==> src/rtl/qbus_dma_master_pkg.sv <==
// Shared state encoding and default sizing for the Q-bus DMA master.
package qbus_dma_master_pkg;

  typedef enum logic [3:0] {
    S_IDLE, S_REQ, S_ACK, S_ADDR, S_ASYNC, S_DATA, S_TERM, S_NEXT, S_REL
  } state_t;

  localparam int QSIC_DMA_TIMEOUT   = 200;
  localparam int QSIC_DMA_MAX_BURST = 4;
  localparam logic [2:0] BURST_SAT  = 3'd7;

endpackage

==> src/rtl/qbus_sync.sv <==
// Two-flop synchronizer for one asynchronous Q-bus receiver line.
module qbus_sync (
  input  logic clk,
  input  logic rst,
  input  logic d,
  output logic q
);

  logic meta;

  always_ff @(posedge clk) begin
    if (rst) begin
      meta <= 1'b0;
      q    <= 1'b0;
    end else begin
      meta <= d;
      q    <= meta;
    end
  end

endmodule

==> src/rtl/qbus_dma_master.sv <==
// Q-bus DMA bus-master sequencer: DMR/DMG/SACK arbitration, then DATI/DATO cycles.
// Define QSIC_DMA_BURST_EN to allow up to MAX_BURST transfers per bus tenure.
module qbus_dma_master
  import qbus_dma_master_pkg::*;
#(
  parameter int TIMEOUT   = QSIC_DMA_TIMEOUT,
  parameter int MAX_BURST = QSIC_DMA_MAX_BURST
) (
  input  logic clk,
  input  logic RINIT,
  input  logic dma_read_req,
  input  logic dma_write_req,
  output logic dma_bus_master,
  output logic dma_complete,
  output logic dma_nxm,
  input  logic RDMGI,
  input  logic RSYNC,
  input  logic RRPLY,
  output logic TDMR,
  output logic TDMGO,
  output logic TSACK,
  output logic TSYNC,
  output logic TDIN,
  output logic TDOUT,
  output logic TWTBT,
  output logic addr_drive,
  output logic data_drive
);

  localparam int CNT_W = $clog2(TIMEOUT) + 1;
  localparam logic [CNT_W-1:0] TMO_LAST = CNT_W'(TIMEOUT - 1);
`ifdef QSIC_DMA_BURST_EN
  localparam bit BURST_EN = 1'b1;
`else
  localparam bit BURST_EN = 1'b0;
`endif

  logic dmg_s, sync_s, rply_s;

  qbus_sync u_sync_dmg  (.clk(clk), .rst(RINIT), .d(RDMGI), .q(dmg_s));
  qbus_sync u_sync_sync (.clk(clk), .rst(RINIT), .d(RSYNC), .q(sync_s));
  qbus_sync u_sync_rply (.clk(clk), .rst(RINIT), .d(RRPLY), .q(rply_s));

  state_t           state;
  logic             dir_wr;
  logic             addr_cnt;
  logic [CNT_W-1:0] tmo_cnt;
  logic [2:0]       burst_cnt;
  logic             dmgo_en;
  logic             req_dir;

  assign req_dir = dir_wr ? dma_write_req : dma_read_req;
  // Grant is daisy-chained combinationally only while idle; absorbed otherwise.
  assign TDMGO   = dmgo_en & dmg_s;

  always_ff @(posedge clk) begin
    if (RINIT) begin
      state          <= S_IDLE;
      dmgo_en        <= 1'b1;
      dir_wr         <= 1'b0;
      addr_cnt       <= 1'b0;
      tmo_cnt        <= '0;
      burst_cnt      <= '0;
      TDMR           <= 1'b0;
      TSACK          <= 1'b0;
      TSYNC          <= 1'b0;
      TDIN           <= 1'b0;
      TDOUT          <= 1'b0;
      TWTBT          <= 1'b0;
      addr_drive     <= 1'b0;
      data_drive     <= 1'b0;
      dma_bus_master <= 1'b0;
      dma_complete   <= 1'b0;
      dma_nxm        <= 1'b0;
    end else begin
      dma_complete <= 1'b0;
      dma_nxm      <= 1'b0;
      case (state)
        S_IDLE: if (dma_read_req | dma_write_req) begin
          dir_wr  <= dma_write_req;
          TDMR    <= 1'b1;
          dmgo_en <= 1'b0;
          state   <= S_REQ;
        end
        S_REQ: if (dmg_s & ~sync_s & ~rply_s) begin
          TDMR           <= 1'b0;
          TSACK          <= 1'b1;
          dma_bus_master <= 1'b1;
          burst_cnt      <= '0;
          state          <= S_ACK;
        end
        // A request withdrawn during arbitration still gets a clean SACK release.
        S_ACK: if (req_dir) begin
          addr_cnt   <= 1'b0;
          addr_drive <= 1'b1;
          TWTBT      <= dir_wr;
          state      <= S_ADDR;
        end else begin
          state <= S_REL;
        end
        S_ADDR: if (!addr_cnt) begin
          addr_cnt <= 1'b1;
        end else begin
          TSYNC <= 1'b1;
          state <= S_ASYNC;
        end
        S_ASYNC: begin
          addr_drive <= 1'b0;
          TWTBT      <= 1'b0;
          tmo_cnt    <= '0;
          TDIN       <= ~dir_wr;
          data_drive <= dir_wr;
          state      <= S_DATA;
        end
        S_DATA: if (rply_s) begin
          TDIN         <= 1'b0;
          TDOUT        <= 1'b0;
          dma_complete <= 1'b1;
          if (burst_cnt != BURST_SAT) burst_cnt <= burst_cnt + 3'd1;
          state        <= S_TERM;
        end else if (tmo_cnt == TMO_LAST) begin
          TDIN       <= 1'b0;
          TDOUT      <= 1'b0;
          TSYNC      <= 1'b0;
          data_drive <= 1'b0;
          dma_nxm    <= 1'b1;
          state      <= S_REL;
        end else begin
          tmo_cnt <= tmo_cnt + 1'b1;
          TDOUT   <= dir_wr;
        end
        S_TERM: if (!rply_s) begin
          TSYNC      <= 1'b0;
          data_drive <= 1'b0;
          state      <= S_NEXT;
        end
        S_NEXT: if (BURST_EN && req_dir && (int'(burst_cnt) < MAX_BURST)) begin
          addr_cnt   <= 1'b0;
          addr_drive <= 1'b1;
          TWTBT      <= dir_wr;
          state      <= S_ADDR;
        end else begin
          state <= S_REL;
        end
        S_REL: begin
          TSACK          <= 1'b0;
          dma_bus_master <= 1'b0;
          dmgo_en        <= 1'b1;
          state          <= S_IDLE;
        end
        default: state <= S_IDLE;
      endcase
    end
  end

endmodule

==> config.mk <==
export PLATFORM = sky130hd
export DESIGN_NAME = qbus_dma_master
export DESIGN_NICKNAME = d
export VERILOG_FILES = /design/src/rtl/qbus_dma_master_pkg.sv /design/src/rtl/qbus_sync.sv /design/src/rtl/qbus_dma_master.sv
export SDC_FILE = /design/constraint.sdc
export NUM_CORES = 1
export LEC_CHECK = 0
export CAP_MARGIN = 30
export CORE_MARGIN = 2
export CORE_UTILIZATION = 45
export DETAILED_ROUTE_END_ITERATION = 10
export GPL_TIMING_DRIVEN = 0
export HOLD_SLACK_MARGIN = 0.15
export PLACE_DENSITY = 0.77
export SLEW_MARGIN = 10
export SYNTH_ARGS = -nofsm -noshare
export SYNTH_HDL_FRONTEND = slang
export SYNTH_SLANG_ARGS = --single-unit
==> constraint.sdc <==
create_clock -name clk -period 2.7 [get_ports clk]
set_clock_uncertainty 0.2 [all_clocks]
set_input_delay 0.81 -clock clk [delete_from_list [all_inputs] [get_ports clk]]
set_output_delay 0.81 -clock clk [all_outputs]
set_load 0.1 [all_outputs]
run_1/m3.png
(8 px per um) Cells faint in the background.
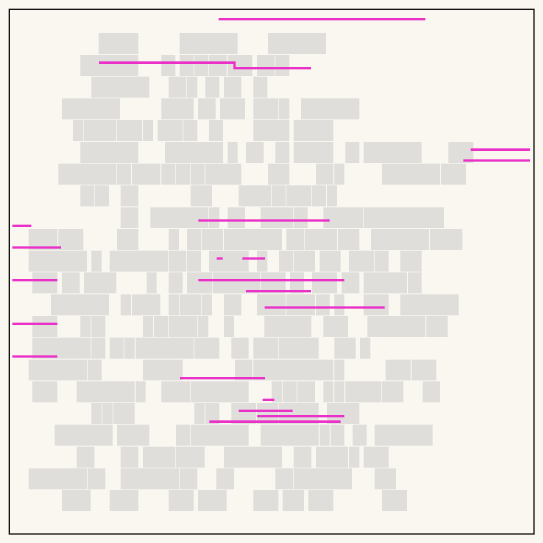
longest straight run	25.5 um
wire length on this layer	195 um
nets with wire on the layer	15
share of all routed wire	5.1%
main direction	horizontal
vias post-DR: 1428
DRT Wirelength: 3840 um

run_1/clock_nets.png
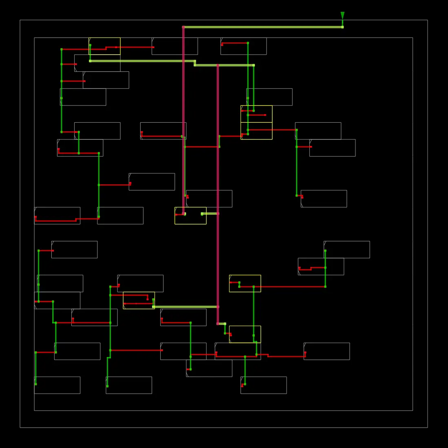
Sink Count: 32
Clk. pwr: 0.000404 W
CTS Buf Count: 5
Seq Cell Count: 32

==> flow_summary.ini, run 1 <==
; yosys + openroad results
[clock_tree]
clockRootBuffer = clkbuf_8
cts_resized = 12
cts_tree = done

[logic_synthesis]
ys.flop_type = dfxtp_1
yosys.area.top_type = dfxtp_1
yosysWarningCount = 0
synth_area_um2 = 1700
simple_gate_share_pct = 27.4
synth_flop_count = 32
fp_nets = 192
syn_avg_cell_area_um2 = 9.22
topCellsByArea = dfxtp_1 (38%), a21oi_1 (4.1%), nor2b_1 (3.7%)
ys_sh_aoi_pct = 23.8
synthCells = 184
synth_cell_types = 56
ys_seq_share_pct = 37.8
async_flop_share_pct = 0

[pwr]
p_total_w = 0.00155
leakagePower_nw = 0.777
powerDensity_nw_per_um2 = 766

[final_timing]
setup_viol = 0

[hold_path]
whs_endpoint = u_sync_sync.q$_SDFF_PP0_
hp-start = u_sync_sync.meta$_SDFF_PP0_

[drt]
drt_iter0_drc = 48
ant_nets = 0

[placement]
portBuffers = 18
pre_cts_ws_ns = -0.0170

[final_layout]
most-common-layout-cells = dfxtp_1 (32), nand2_1 (14), a21oi_1 (14)
largest_register_ffs = 9
drive_above_1_share_pct = 15.8
diodes = 0
top_regs = tmo_cnt x9, state x4
area_delta_synth_final_pct = 19.0

[die]
coreArea_um2 = 3630
die_y_um = 65.4
initCoreUtil_pct = 46.7
fp-row-count = 22
die_area_um2 = 4280
ios = 19

[global_route]
grt.total_usage_pct = 19.9
grt_overflow = 0
grt_pass1_vias = 1313

[worst_setup_path]
reg2reg_slack_ns = 0.51
arrival_ns = 1.61
critPathCapture = dma_bus_master

[run_status]
status = completed
run_1/util_map.png
(6 px per um) 7 x 7 tiles, from white (low) to dark blue (high), 0 to 100% covered.
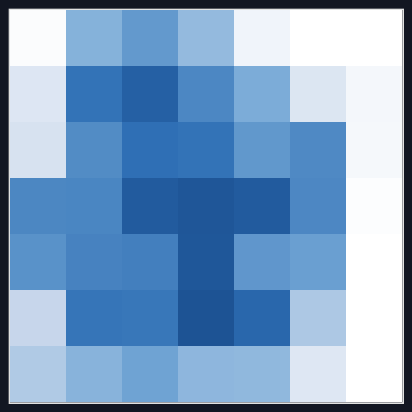
tiles over 75% full	14%
densest ninth of the die	middle
emptiest ninth of the die	top right
nearly empty tiles	14%
mean over tiles	46%
fullest tile	86%

## run 1: stage by stage
step                cell area [um^2]  hold WS, ns  setup TNS, ns  util [%]
floorplan                       1700        0.214              0         -
global placement                1940        0.220        -0.0563      53.3
detailed placement              1940        0.224        -0.0530      53.3
CTS                             2020        0.239              0      55.5
global route                    2020        0.268              0      55.5
finish                          2020        0.238              0      55.5
## run 1: power breakdown
part	internal, W	leakage (nW)	switching (W)	total (W)
Sequential	0.000514	0.260	0.0000303	0.000544
Clock	0.000227	0.0503	0.000177	0.000404
Combinational	0.000230	0.466	0.000369	0.000598
Total	0.000970	0.777	0.000576	0.00155
## run 1: kinds of logic (layout without fill, tap and decap cells)
kind of cell             count (synthesis)  after routing
AND/OR/NAND/NOR                         75             75
XOR/XNOR                                 2              2
adder cells (fa/ha/maj)                  1              1
multiplexers                             4              4
flip-flops                              32             32
AND-OR/OR-AND                           53             53
buffers and inverters                   17             42
## run 1: layer usage
metal | part of all wire (%) | wire length, um | global-route usage, % | up-vias
met5 | 0 | 0 | 0 | -
met4 | 1.8 | 71 | 8.07 | 0
met3 | 5.1 | 195 | 5.65 | 6
met2 | 44 | 1690 | 28.3 | 31
met1 | 49 | 1890 | 28.2 | 663
li1 | - | - | - | 728
## run 1: synth_stat cells, types with 3 or more instances
master    number
a2111o_1       3
a21oi_1       14
buf_4          3
buf_6          5
clkbuf_1       4
dfxtp_1       32
nand2_1       14
nand2b_1       3
nand3_1        8
nand4_1        3
nor2_1        10
nor2b_1       10
nor3_1         4
o211ai_1       3
o21ai_0        9
o31ai_1        3
or3_1          4
## run 1: area by class of cell
cell class              count  area share (%)
plain buffers              14            5.08
clock buffers               7            4.77
inverters                   3           0.558
multi-input cells         135            46.7
flip-flops and latches     32            31.7
well taps                  48            2.98
repair buffers             18            8.18
run_1/m1.png
(4 px per um) Supply wires on this layer in gray.
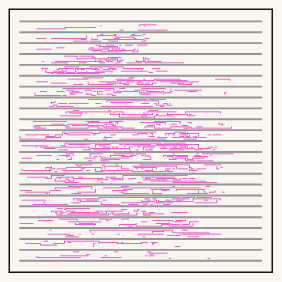

==> inputs of run 2 (changes only) <==
--- a/config.mk
+++ b/config.mk
@@ -6,12 +6,14 @@
 export NUM_CORES = 1
 export LEC_CHECK = 0
 export CAP_MARGIN = 30
+export CORE_ASPECT_RATIO = 1.25
 export CORE_MARGIN = 2
-export CORE_UTILIZATION = 45
+export CORE_UTILIZATION = 41
 export DETAILED_ROUTE_END_ITERATION = 10
 export GPL_TIMING_DRIVEN = 0
 export HOLD_SLACK_MARGIN = 0.15
-export PLACE_DENSITY = 0.77
+export PLACE_DENSITY = 0.72
+export SKIP_LAST_GASP = 1
 export SLEW_MARGIN = 10
 export SYNTH_ARGS = -nofsm -noshare
 export SYNTH_HDL_FRONTEND = slang
run_2/m1.png
(4 px per um) Supply wires on this layer in gray.
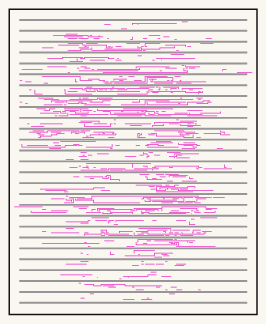
nets with wire on the layer	203
wire length on this layer	1750 um
share of all routed wire	45%
longest straight run	26.7 um
DRT Wirelength: 3890 um
vias post-DR: 1461

==> run 2 against run 1 <==
Sequential share of layout area down 0.16 points. Die size up 9.2%. Synthesized cell count unchanged. Highest routed layer unchanged.
==> flow_summary.ini, run 2 <==
; yosys + openroad results
[logic_synthesis]
synth_flop_count = 32
simple_gate_share_pct = 27.4
yosysWarningCount = 0
fp_nets = 192
syn_avg_cell_area_um2 = 9.22
synth_area_um2 = 1700
yosys.area.top_type = dfxtp_1
ys_sh_aoi_pct = 23.8
top_cells_by_count = dfxtp_1 (32), a21oi_1 (14), nand2_1 (14)
topCellsByArea = dfxtp_1 (38%), a21oi_1 (4.1%), nor2b_1 (3.7%)
ys_seq_share_pct = 37.8
most_common_cell = dfxtp_1

[die]
die_area_um2 = 4670
die_y_um = 75.9
ios = 19
coreArea_um2 = 4030

[clock_tree]
cts_made_buffers = 5
cts_resized = 12
cts_sinks = 32
clockRootBuffer = clkbuf_8

[final_timing]
tns_ns = 0
setup_viol = 0

[global_route]
grt_pass1_vias = 1483

[hold_path]
hp-start = u_sync_dmg.meta$_SDFF_PP0_

[pwr]
switching_power_w = 0.000572
p_sw_share_pct = 37.1
internal_power_w = 0.000970
seq-power_w = 0.000547
comb_power_share_pct = 38.6
seqPwrFrac_pct = 35.5
leakagePower_nw = 0.777

[final_layout]
most-common-layout-cells = dfxtp_1 (32), nand2_1 (14), a21oi_1 (14)
area_delta_synth_final_pct = 19.5

[run_status]
status = completed

[placement]
portBuffers = 18

[worst_setup_path]
arrival_ns = 1.62
reg2reg_slack_ns = 0.62
run_2/util_map.png
(4 px per um) 6 x 8 tiles, from white (low) to dark blue (high), 0 to 100% covered.
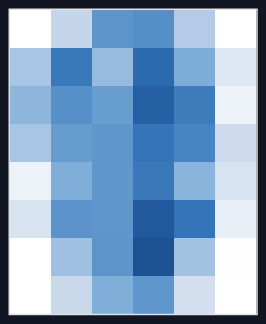
tiles over 75% full	8.3%
fullest tile	87%
mean over tiles	42%
nearly empty tiles	13%

## run 2: cell counts after synthesis
No cell type changed its count.
## run 2: metal layers
metal | wire length, um | part of all wire, % | vias up | track usage [%]
li1 | - | - | 727 | -
met1 | 1750 | 45 | 696 | 23.7
met2 | 1920 | 49 | 28 | 29.7
met3 | 122 | 3.1 | 10 | 4.44
met4 | 99 | 2.5 | 0 | 10.6
met5 | 0 | 0 | - | 0
## run 2: worst paths after layout
kind,endpoint,cells past startpoint
max,dma_bus_master,2
min reg2reg,u_sync_dmg.q$_SDFF_PP0_,1
max reg2reg,tmo_cnt[3]$_SDFFE_PP0P_,6
min,u_sync_dmg.q$_SDFF_PP0_,1
## run 2: cell families after synthesis
group	Yosys count
DFF	32
AOI/OAI and AO/OA	53
xor gates and xnor gates	2
and+or+nand+nor	75
muxes	4
buffers and inverters	17
adders and majority gates	1
## run 2: layout make-up
type	count	area (um^2)	share of cell area [%]
multi-input cells	135	942	46.5
flip-flops and latches	32	641	31.6
inverters	3	11.3	0.555
well taps	56	70.1	3.45
plain buffers	14	103	5.06
repair buffers	18	165	8.14
clock buffers	7	96.3	4.75
## run 2: through the flow
stage | hold WS, ns | cells | power, W | utilization, % | area (um^2)
2_1_floorplan | 0.214 | 184 | 0.00104 | - | 1700
4_1_cts | 0.241 | 265 | 0.00155 | 50.3 | 2030
6_report | 0.232 | 265 | 0.00154 | 50.3 | 2030
3_3_place_gp | 0.221 | 258 | 0.00115 | 48.3 | 1950
5_1_grt | 0.265 | 265 | 0.00162 | 50.3 | 2030
3_5_place_dp | 0.225 | 258 | 0.00116 | 48.3 | 1950
## run 2: critical path: cells and delay by family, from the launching register on
family / cells / cell delay [ns]
buffers and inverters: 2 / 0.96
flip-flops: 1 / 0.38
==> inputs of run 3 (changes only) <==
--- a/config.mk
+++ b/config.mk
@@ -12,7 +12,6 @@
 export DETAILED_ROUTE_END_ITERATION = 10
 export GPL_TIMING_DRIVEN = 0
 export HOLD_SLACK_MARGIN = 0.15
-export PLACE_DENSITY = 0.72
 export SKIP_LAST_GASP = 1
 export SLEW_MARGIN = 10
 export SYNTH_ARGS = -nofsm -noshare
run_3/clock_wires.png
(4 px per um)
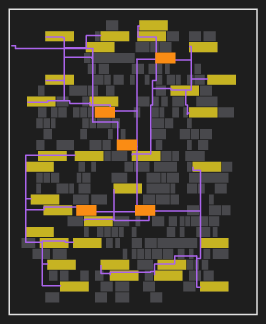
[clock-net drivers] orange | count: 5
[clock wires] purple | length: 462 um
[flip-flops] yellow | count: 32
flops lie	all over the die
routed clock nets	6
Clock power frac: 28.4%
Latency at later pin: 0.29 ns
Clk. pwr: 0.000456 W

==> run 3 against run 2 <==
Core utilization rose by 0.28 points. Sequential power about the same. Die size stayed put. Global-route usage up 0.97 points. First-iteration DRC count up 75%. Total power rose by 4.1%. Sequential cell count did not move. Synthesized cell count unchanged. Combinational power up 1%. Cell count rose by 0.38%. Critical path type unchanged.
==> flow_summary.ini, run 3 <==
; yosys + openroad results
[run_status]
status = completed

[logic_synthesis]
simple_gate_share_pct = 27.4
syn_avg_cell_area_um2 = 9.22
yosys.area.top_type = dfxtp_1
yosysWarningCount = 0
synth_cell_types = 56
ys_seq_share_pct = 37.8
top_cells_by_count = dfxtp_1 (32), a21oi_1 (14), nand2_1 (14)
synth_flop_count = 32
fp_nets = 192

[worst_setup_path]
reg2reg_slack_ns = 0.58
critPathCapture = dma_bus_master
rr_endpoint = TSYNC$_SDFFE_PP0P_
arrival_ns = 1.61

[global_route]
top_usage_layer = met2
grt_overflow = 0
grt.total_usage_pct = 20.2

[clock_tree]
cts_tree = done
clockRootBuffer = clkbuf_8
cts_sinks = 32

[die]
coreArea_um2 = 4030
die_area_um2 = 4670
fp-row-count = 26
initCoreUtil_pct = 42.1

[drt]
ant_nets = 0
routedLengthMet1_um = 1800
wl_met3_um = 146
vias = 1487
drt_iter0_drc = 105
drt-total-wl_um = 4180

[final_layout]
diodes = 0
largest_register_ffs = 9
area_delta_synth_final_pct = 20.2
most-common-layout-cells = dfxtp_1 (32), nand2_1 (14), a21oi_1 (14)
drive_above_1_share_pct = 15.7

[pwr]
powerDensity_nw_per_um2 = 787
p_total_w = 0.00161

[placement]
portBuffers = 18
pre_cts_ws_ns = -0.0209

[final_timing]
setup_viol = 0
tns_ns = 0
run_3/clock_nets.png
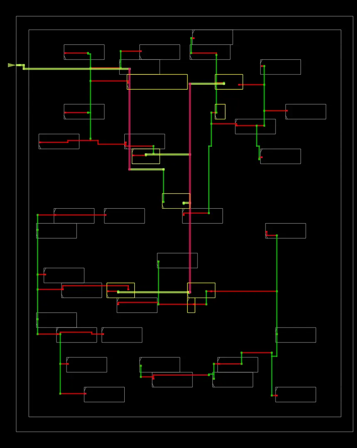
# clk buffers: 6

==> run 3: cell counts after synthesis <==
No cell type changed its count.
==> run 3: worst min-delay path by stage <==
stage | startpoint | endpoint | slack (ns) | depth (start not counted)
after global placement | u_sync_sync.meta$_SDFF_PP0_ | u_sync_sync.q$_SDFF_PP0_ | 0.22 | 1
after CTS | u_sync_sync.meta$_SDFF_PP0_ | u_sync_sync.q$_SDFF_PP0_ | 0.24 | 1
after floorplan | u_sync_dmg.meta$_SDFF_PP0_ | u_sync_dmg.q$_SDFF_PP0_ | 0.21 | 1
final | u_sync_sync.meta$_SDFF_PP0_ | u_sync_sync.q$_SDFF_PP0_ | 0.23 | 1
after detailed placement | u_sync_sync.meta$_SDFF_PP0_ | u_sync_sync.q$_SDFF_PP0_ | 0.23 | 1
after global routing | u_sync_rply.meta$_SDFF_PP0_ | u_sync_rply.q$_SDFF_PP0_ | 0.26 | 1
==> run 3: cell type report <==
cell class	count	area (um^2)
inverter	3	11.3
buffer	14	103
fill	420	1990
clock buffer	6	72.6
tap	56	70.1
timing repair buffer	18	165
multi-input combinational	135	942
sequential	32	641
clock inverter	2	35.0
==> run 3: power breakdown <==
group / leakage, nW / total [W] / switching, W / internal (W)
Clock: 0.0552 / 0.000456 / 0.000183 / 0.000274
Sequential: 0.260 / 0.000546 / 0.0000324 / 0.000514
Combinational: 0.466 / 0.000603 / 0.000373 / 0.000230
==> run 3: critical path, delay by kind of cell (launching register included) <==
family                 cells  cell delay [ns]
buffers and inverters      2             0.96
flip-flops                 1             0.37
==> run 3: stage by stage <==
step / instance area, um^2 / cells
5_1_grt: 2040 / 266
3_5_place_dp: 1950 / 258
6_report: 2040 / 266
3_3_place_gp: 1950 / 258
4_1_cts: 2040 / 266
2_1_floorplan: 1700 / 184
Power and IR drop assume default switching activity.
